[src/rtl/free_list_ckpt_if.sv]
// Handshake bundle for the checkpointed free list: allocation, free return,
// checkpoint save/restore controls and status outputs.
interface free_list_ckpt_if #(
  parameter int TAG_W    = 8,
  parameter int DEPTH    = 128,
  parameter int NUM_CKPT = 8
);
  localparam int CNT_W = $clog2(DEPTH) + 1;
  localparam int CID_W = $clog2(NUM_CKPT);

  logic                alloc_req;
  logic                alloc_valid;
  logic [TAG_W-1:0]    alloc_tag;
  logic                free_valid;
  logic [TAG_W-1:0]    free_tag;
  logic                ckpt_save;
  logic [CID_W-1:0]    ckpt_save_id;
  logic                ckpt_restore;
  logic [CID_W-1:0]    ckpt_restore_id;
  logic [CNT_W-1:0]    count;
  logic                full;
  logic [NUM_CKPT-1:0] ckpt_valid;
  logic                err;

  // Consumer / rename side.
  modport master (
    output alloc_req, free_valid, free_tag, ckpt_save, ckpt_save_id,
           ckpt_restore, ckpt_restore_id,
    input  alloc_valid, alloc_tag, count, full, ckpt_valid, err
  );

  // Free-list side.
  modport slave (
    input  alloc_req, free_valid, free_tag, ckpt_save, ckpt_save_id,
           ckpt_restore, ckpt_restore_id,
    output alloc_valid, alloc_tag, count, full, ckpt_valid, err
  );
endinterface

[src/rtl/free_list_ckpt.sv]
// Physical-tag free list with head-pointer checkpoints.
// Circular tag array, head/tail pointers carrying a wrap bit, show-ahead
// allocation, and NUM_CKPT saved head pointers that can rewind allocation.
module free_list_ckpt #(
  parameter int TAG_W    = 8,
  parameter int DEPTH    = 128,
  parameter int TAG_BASE = 32,
  parameter int NUM_CKPT = 8
) (
  input  logic            clk,
  input  logic            reset,
  free_list_ckpt_if.slave bus
);
  localparam int IDX_W = $clog2(DEPTH);
  localparam int PTR_W = IDX_W + 1;

  logic [TAG_W-1:0]    r_mem [DEPTH];
  logic [PTR_W-1:0]    r_head;
  logic [PTR_W-1:0]    r_tail;
  logic [PTR_W-1:0]    r_count;
  logic [PTR_W-1:0]    r_ckpt_head [NUM_CKPT];
  logic [NUM_CKPT-1:0] r_ckpt_valid;
  logic                r_err;

  logic                w_alloc_valid;
  logic                w_full;
  logic                w_restore_ok;
  logic                w_restore_bad;
  logic                w_alloc_ok;
  logic                w_alloc_bad;
  logic                w_free_ok;
  logic                w_free_bad;
  logic [PTR_W-1:0]    w_head_nxt;
  logic [PTR_W-1:0]    w_tail_nxt;
  logic [NUM_CKPT-1:0] w_ckpt_valid_nxt;

  // Status is derived from the registered count so it carries no input paths.
  assign w_alloc_valid   = (r_count != '0);
  assign w_full          = (r_count == PTR_W'(DEPTH));
  assign bus.alloc_valid = w_alloc_valid;
  assign bus.alloc_tag   = r_mem[r_head[IDX_W-1:0]];
  assign bus.count       = r_count;
  assign bus.full        = w_full;
  assign bus.ckpt_valid  = r_ckpt_valid;
  assign bus.err         = r_err;

  // Accept/reject decisions and next-state pointers and checkpoint mask.
  always_comb begin
    // NOTE: every always_comb output gets a default first so no path can
    // leave a value unassigned and infer a latch.
    w_ckpt_valid_nxt = r_ckpt_valid;

    w_restore_ok  = bus.ckpt_restore &  r_ckpt_valid[bus.ckpt_restore_id];
    w_restore_bad = bus.ckpt_restore & ~r_ckpt_valid[bus.ckpt_restore_id];
    // A valid restore owns the head this cycle; the colliding alloc is simply
    // not granted and is not an error.
    w_alloc_ok    = bus.alloc_req &  w_alloc_valid & ~w_restore_ok;
    w_alloc_bad   = bus.alloc_req & ~w_alloc_valid & ~w_restore_ok;
    w_free_ok     = bus.free_valid & ~w_full;
    w_free_bad    = bus.free_valid &  w_full;

    w_head_nxt = w_restore_ok ? r_ckpt_head[bus.ckpt_restore_id]
                              : r_head + PTR_W'(w_alloc_ok);
    w_tail_nxt = r_tail + PTR_W'(w_free_ok);

    // A free landing a full lap past a saved head overwrites a tag that slot
    // would hand out again, so that slot can no longer be restored.
    for (int i = 0; i < NUM_CKPT; i++) begin
      if (w_free_ok && ((r_tail - r_ckpt_head[i]) == PTR_W'(DEPTH))) begin
        w_ckpt_valid_nxt[i] = 1'b0;
      end
    end
    // A save captures the post-restore/post-alloc head, which is always
    // within one lap of the new tail, so it may re-validate the slot.
    if (bus.ckpt_save) begin
      w_ckpt_valid_nxt[bus.ckpt_save_id] = 1'b1;
    end
  end

  // Pointer, count, checkpoint and error registers.
  always_ff @(posedge clk or negedge reset) begin
    if (!reset) begin
      r_head       <= '0;
      r_tail       <= PTR_W'(DEPTH);
      r_count      <= PTR_W'(DEPTH);
      r_ckpt_valid <= '0;
      r_err        <= 1'b0;
      for (int i = 0; i < NUM_CKPT; i++) begin
        r_ckpt_head[i] <= '0;
      end
    end else begin
      // NOTE: sequential state uses non-blocking assignments so every
      // register samples pre-edge values regardless of statement order.
      r_head       <= w_head_nxt;
      r_tail       <= w_tail_nxt;
      r_count      <= w_tail_nxt - w_head_nxt;
      r_ckpt_valid <= w_ckpt_valid_nxt;
      r_err        <= w_alloc_bad | w_free_bad | w_restore_bad;
      if (bus.ckpt_save) begin
        r_ckpt_head[bus.ckpt_save_id] <= w_head_nxt;
      end
    end
  end

  // Tag array: preloaded with TAG_BASE.. on reset, written at tail on free.
  always_ff @(posedge clk or negedge reset) begin
    if (!reset) begin
      // NOTE: this array is deliberately reset, unlike a plain RAM, because
      // its reset contents are the initial pool of free tags.
      for (int i = 0; i < DEPTH; i++) begin
        r_mem[i] <= TAG_W'(TAG_BASE + i);
      end
    end else if (w_free_ok) begin
      r_mem[r_tail[IDX_W-1:0]] <= bus.free_tag;
    end
  end
endmodule
[src/flat_wrapper.sv]
// flat-port wrapper written by rule: the top's interface ports become plain ports
module free_list_ckpt_flat 
#(
  parameter int TAG_W    = 8,
  parameter int DEPTH    = 128,
  parameter int TAG_BASE = 32,
  parameter int NUM_CKPT = 8
)
  (clk, reset, bus_alloc_req, bus_free_valid, bus_free_tag, bus_ckpt_save, bus_ckpt_save_id, bus_ckpt_restore, bus_ckpt_restore_id, bus_alloc_valid, bus_alloc_tag, bus_count, bus_full, bus_ckpt_valid, bus_err);
  free_list_ckpt_if #(.TAG_W(TAG_W), .DEPTH(DEPTH), .NUM_CKPT(NUM_CKPT)) bus_i ();
  input  logic clk;
  input  logic reset;
  input wire logic [$bits(bus_i.alloc_req)-1:0] bus_alloc_req;
  input wire logic [$bits(bus_i.free_valid)-1:0] bus_free_valid;
  input wire logic [$bits(bus_i.free_tag)-1:0] bus_free_tag;
  input wire logic [$bits(bus_i.ckpt_save)-1:0] bus_ckpt_save;
  input wire logic [$bits(bus_i.ckpt_save_id)-1:0] bus_ckpt_save_id;
  input wire logic [$bits(bus_i.ckpt_restore)-1:0] bus_ckpt_restore;
  input wire logic [$bits(bus_i.ckpt_restore_id)-1:0] bus_ckpt_restore_id;
  output wire logic [$bits(bus_i.alloc_valid)-1:0] bus_alloc_valid;
  output wire logic [$bits(bus_i.alloc_tag)-1:0] bus_alloc_tag;
  output wire logic [$bits(bus_i.count)-1:0] bus_count;
  output wire logic [$bits(bus_i.full)-1:0] bus_full;
  output wire logic [$bits(bus_i.ckpt_valid)-1:0] bus_ckpt_valid;
  output wire logic [$bits(bus_i.err)-1:0] bus_err;
  assign bus_i.alloc_req = bus_alloc_req;
  assign bus_i.free_valid = bus_free_valid;
  assign bus_i.free_tag = bus_free_tag;
  assign bus_i.ckpt_save = bus_ckpt_save;
  assign bus_i.ckpt_save_id = bus_ckpt_save_id;
  assign bus_i.ckpt_restore = bus_ckpt_restore;
  assign bus_i.ckpt_restore_id = bus_ckpt_restore_id;
  assign bus_alloc_valid = bus_i.alloc_valid;
  assign bus_alloc_tag = bus_i.alloc_tag;
  assign bus_count = bus_i.count;
  assign bus_full = bus_i.full;
  assign bus_ckpt_valid = bus_i.ckpt_valid;
  assign bus_err = bus_i.err;
  free_list_ckpt #(.TAG_W(TAG_W), .DEPTH(DEPTH), .TAG_BASE(TAG_BASE), .NUM_CKPT(NUM_CKPT)) u_core (.clk(clk), .reset(reset), .bus(bus_i));
endmodule
[config.mk]
export PLATFORM = sky130hd
export DESIGN_NAME = free_list_ckpt_flat
export DESIGN_NICKNAME = d
export VERILOG_FILES = /design/src/rtl/free_list_ckpt_if.sv /design/src/rtl/free_list_ckpt.sv /design/src/flat_wrapper.sv
export SDC_FILE = /design/constraint.sdc
export NUM_CORES = 2
export LEC_CHECK = 0
export ABC_CLOCK_PERIOD_IN_PS = 8700
export CORE_ASPECT_RATIO = 0.6
export CORE_MARGIN = 2
export CORE_UTILIZATION = 43
export DETAILED_ROUTE_END_ITERATION = 16
export PLACE_DENSITY = 0.64
export SYNTH_ARGS = -nofsm -noshare
export SYNTH_HDL_FRONTEND = slang
export SYNTH_SLANG_ARGS = --single-unit
[constraint.sdc]
create_clock -name clk -period 8.7 [get_ports clk]
set_input_delay 0.87 -clock clk [delete_from_list [all_inputs] [get_ports clk]]
set_output_delay 0.87 -clock clk [all_outputs]
set_load 0.005 [all_outputs]
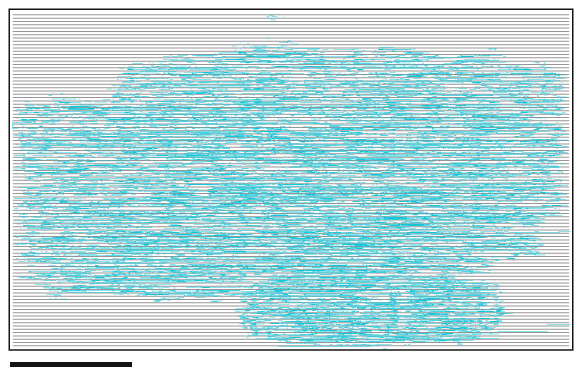
*Met1 routing*
Bar = 100 um. Supply wires on this layer in gray.
wire length on this layer: 70.2 mm
main direction: horizontal
Post-Route WL: 139,000 um
routed via count: 31.4k

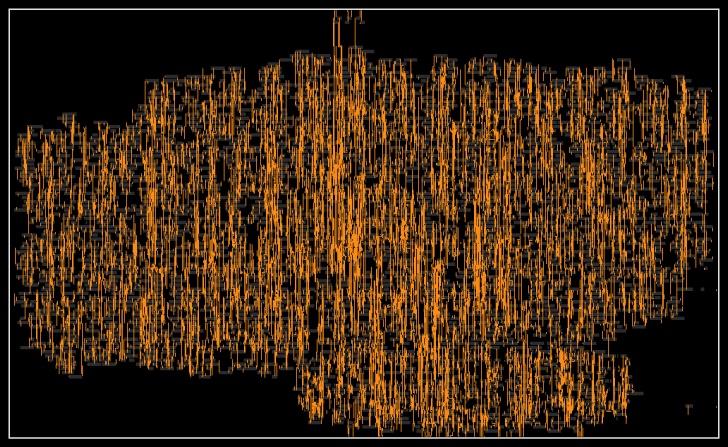
*M2 wires*
Cells faint in the background.
wire length on this layer: 55.4 mm
share of all routed wire: 40%
main direction: vertical
longest straight run: 97.9 um
met2 usage: 0.284

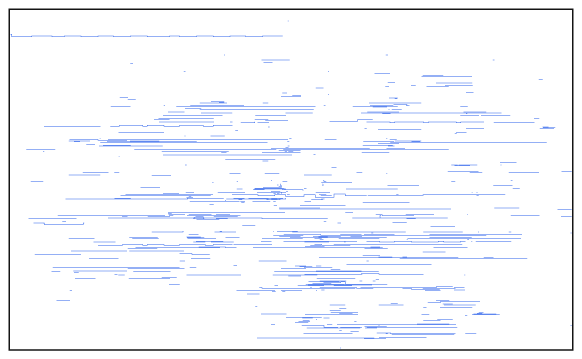
*M3 wires*
main direction: horizontal
longest straight run: 148 um
nets with wire on the layer: 251
wire length on this layer: 10,600 um
share of all routed wire: 7.6%
M3 GR Usage: 0.0607

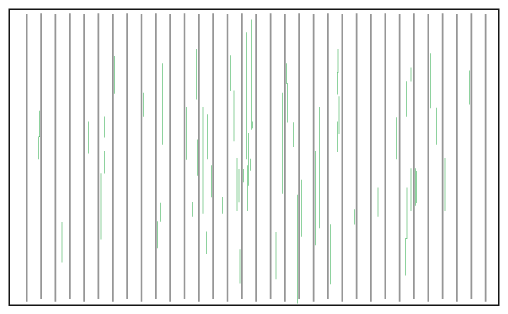
*Met4 routing*
Supply wires on this layer in gray.
main direction: vertical
share of all routed wire: 1.8%
wire length on this layer: 2,520 um
nets with wire on the layer: 27
longest straight run: 120 um

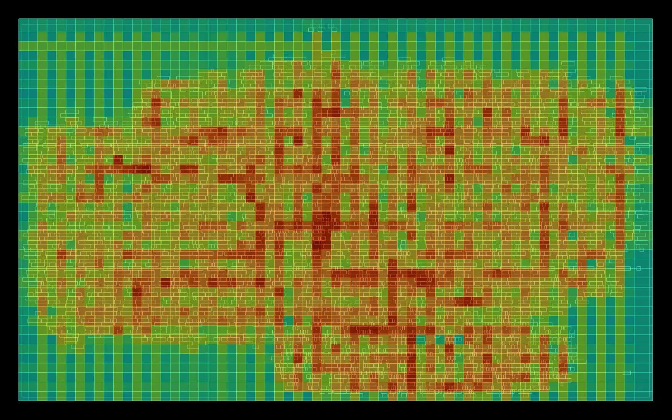
*Routing congestion map*
Wirelength per Cell: 25.8 um
total track usage: 0.218
post-layout util: 0.479

==> deck_impl_summary.md <==
Physical Implementation Snapshot

Final layout
  • Layout fillers: 10.8k
  • Logic share of the area: 0.403
  • Clock buffer count: 164
  • Multi-In Gates: 2,196
  • Layout cells sized above 1: 0.572
  • Bufs w/o clock: 98
  • Max-area cell class: sequential cells
  • Largest Register: u_core.r_mem
  • Final-stage net count: 3,686
  • Flop area: 0.0287 sq mm

STA
  • RSZ-0062 raised after global routing: false
  • Fin Setup TNS: 0 ns
  • Slew headroom: 0.208

Clocking
  • H-tree depth: 3
  • TritonCTS Sinks: 1,121
  • Clk buf depth: 3
  • Clk ins delay skew pair: 0.72 ns

Floorplan
  • Die H: 279 um
  • # IOs: 47

Synth
  • Synth area leaders: dfrtp_1 30%, dfstp_2 23%, mux2_2 21%
  • Synth top cell by count: mux2_2
  • Simple Share, Synth: 0.0386
  • Synth Area in Adders: 0.0159
  • Top logic family: multiplexers
  • Synth top cells by count: 1,016 x mux2_2, 639 x dfrtp_1, 482 x dfstp_2, 274 x mux4_2, 167 x nand2_1
  • Cell variety after synth: 68
  • Yosys xor share: 0.00810

Pwr
  • Power Total: 16.8 mW
  • Clock power share: 0.287
  • Combinational group share of total power: 0.294

Min path
  • Hold Crit Class: input pin to async pin

Placed design
  • Placer Congestion: 0.844

Critical path
  • Critical Path Start Type: register
  • WP buf/inv: 2
  • Crit path max-delay cell type: dfrtp_4
  • Worst reg-to-reg setup slack: 4.54 ns
  • Crit path capture: bus_alloc_tag[0]
  • CP max FO: 105

Status
  • Status: complete, no violations

Drt
  • Met3 wire length: 10,600 um
Power is estimated from default activity; no workload was simulated.
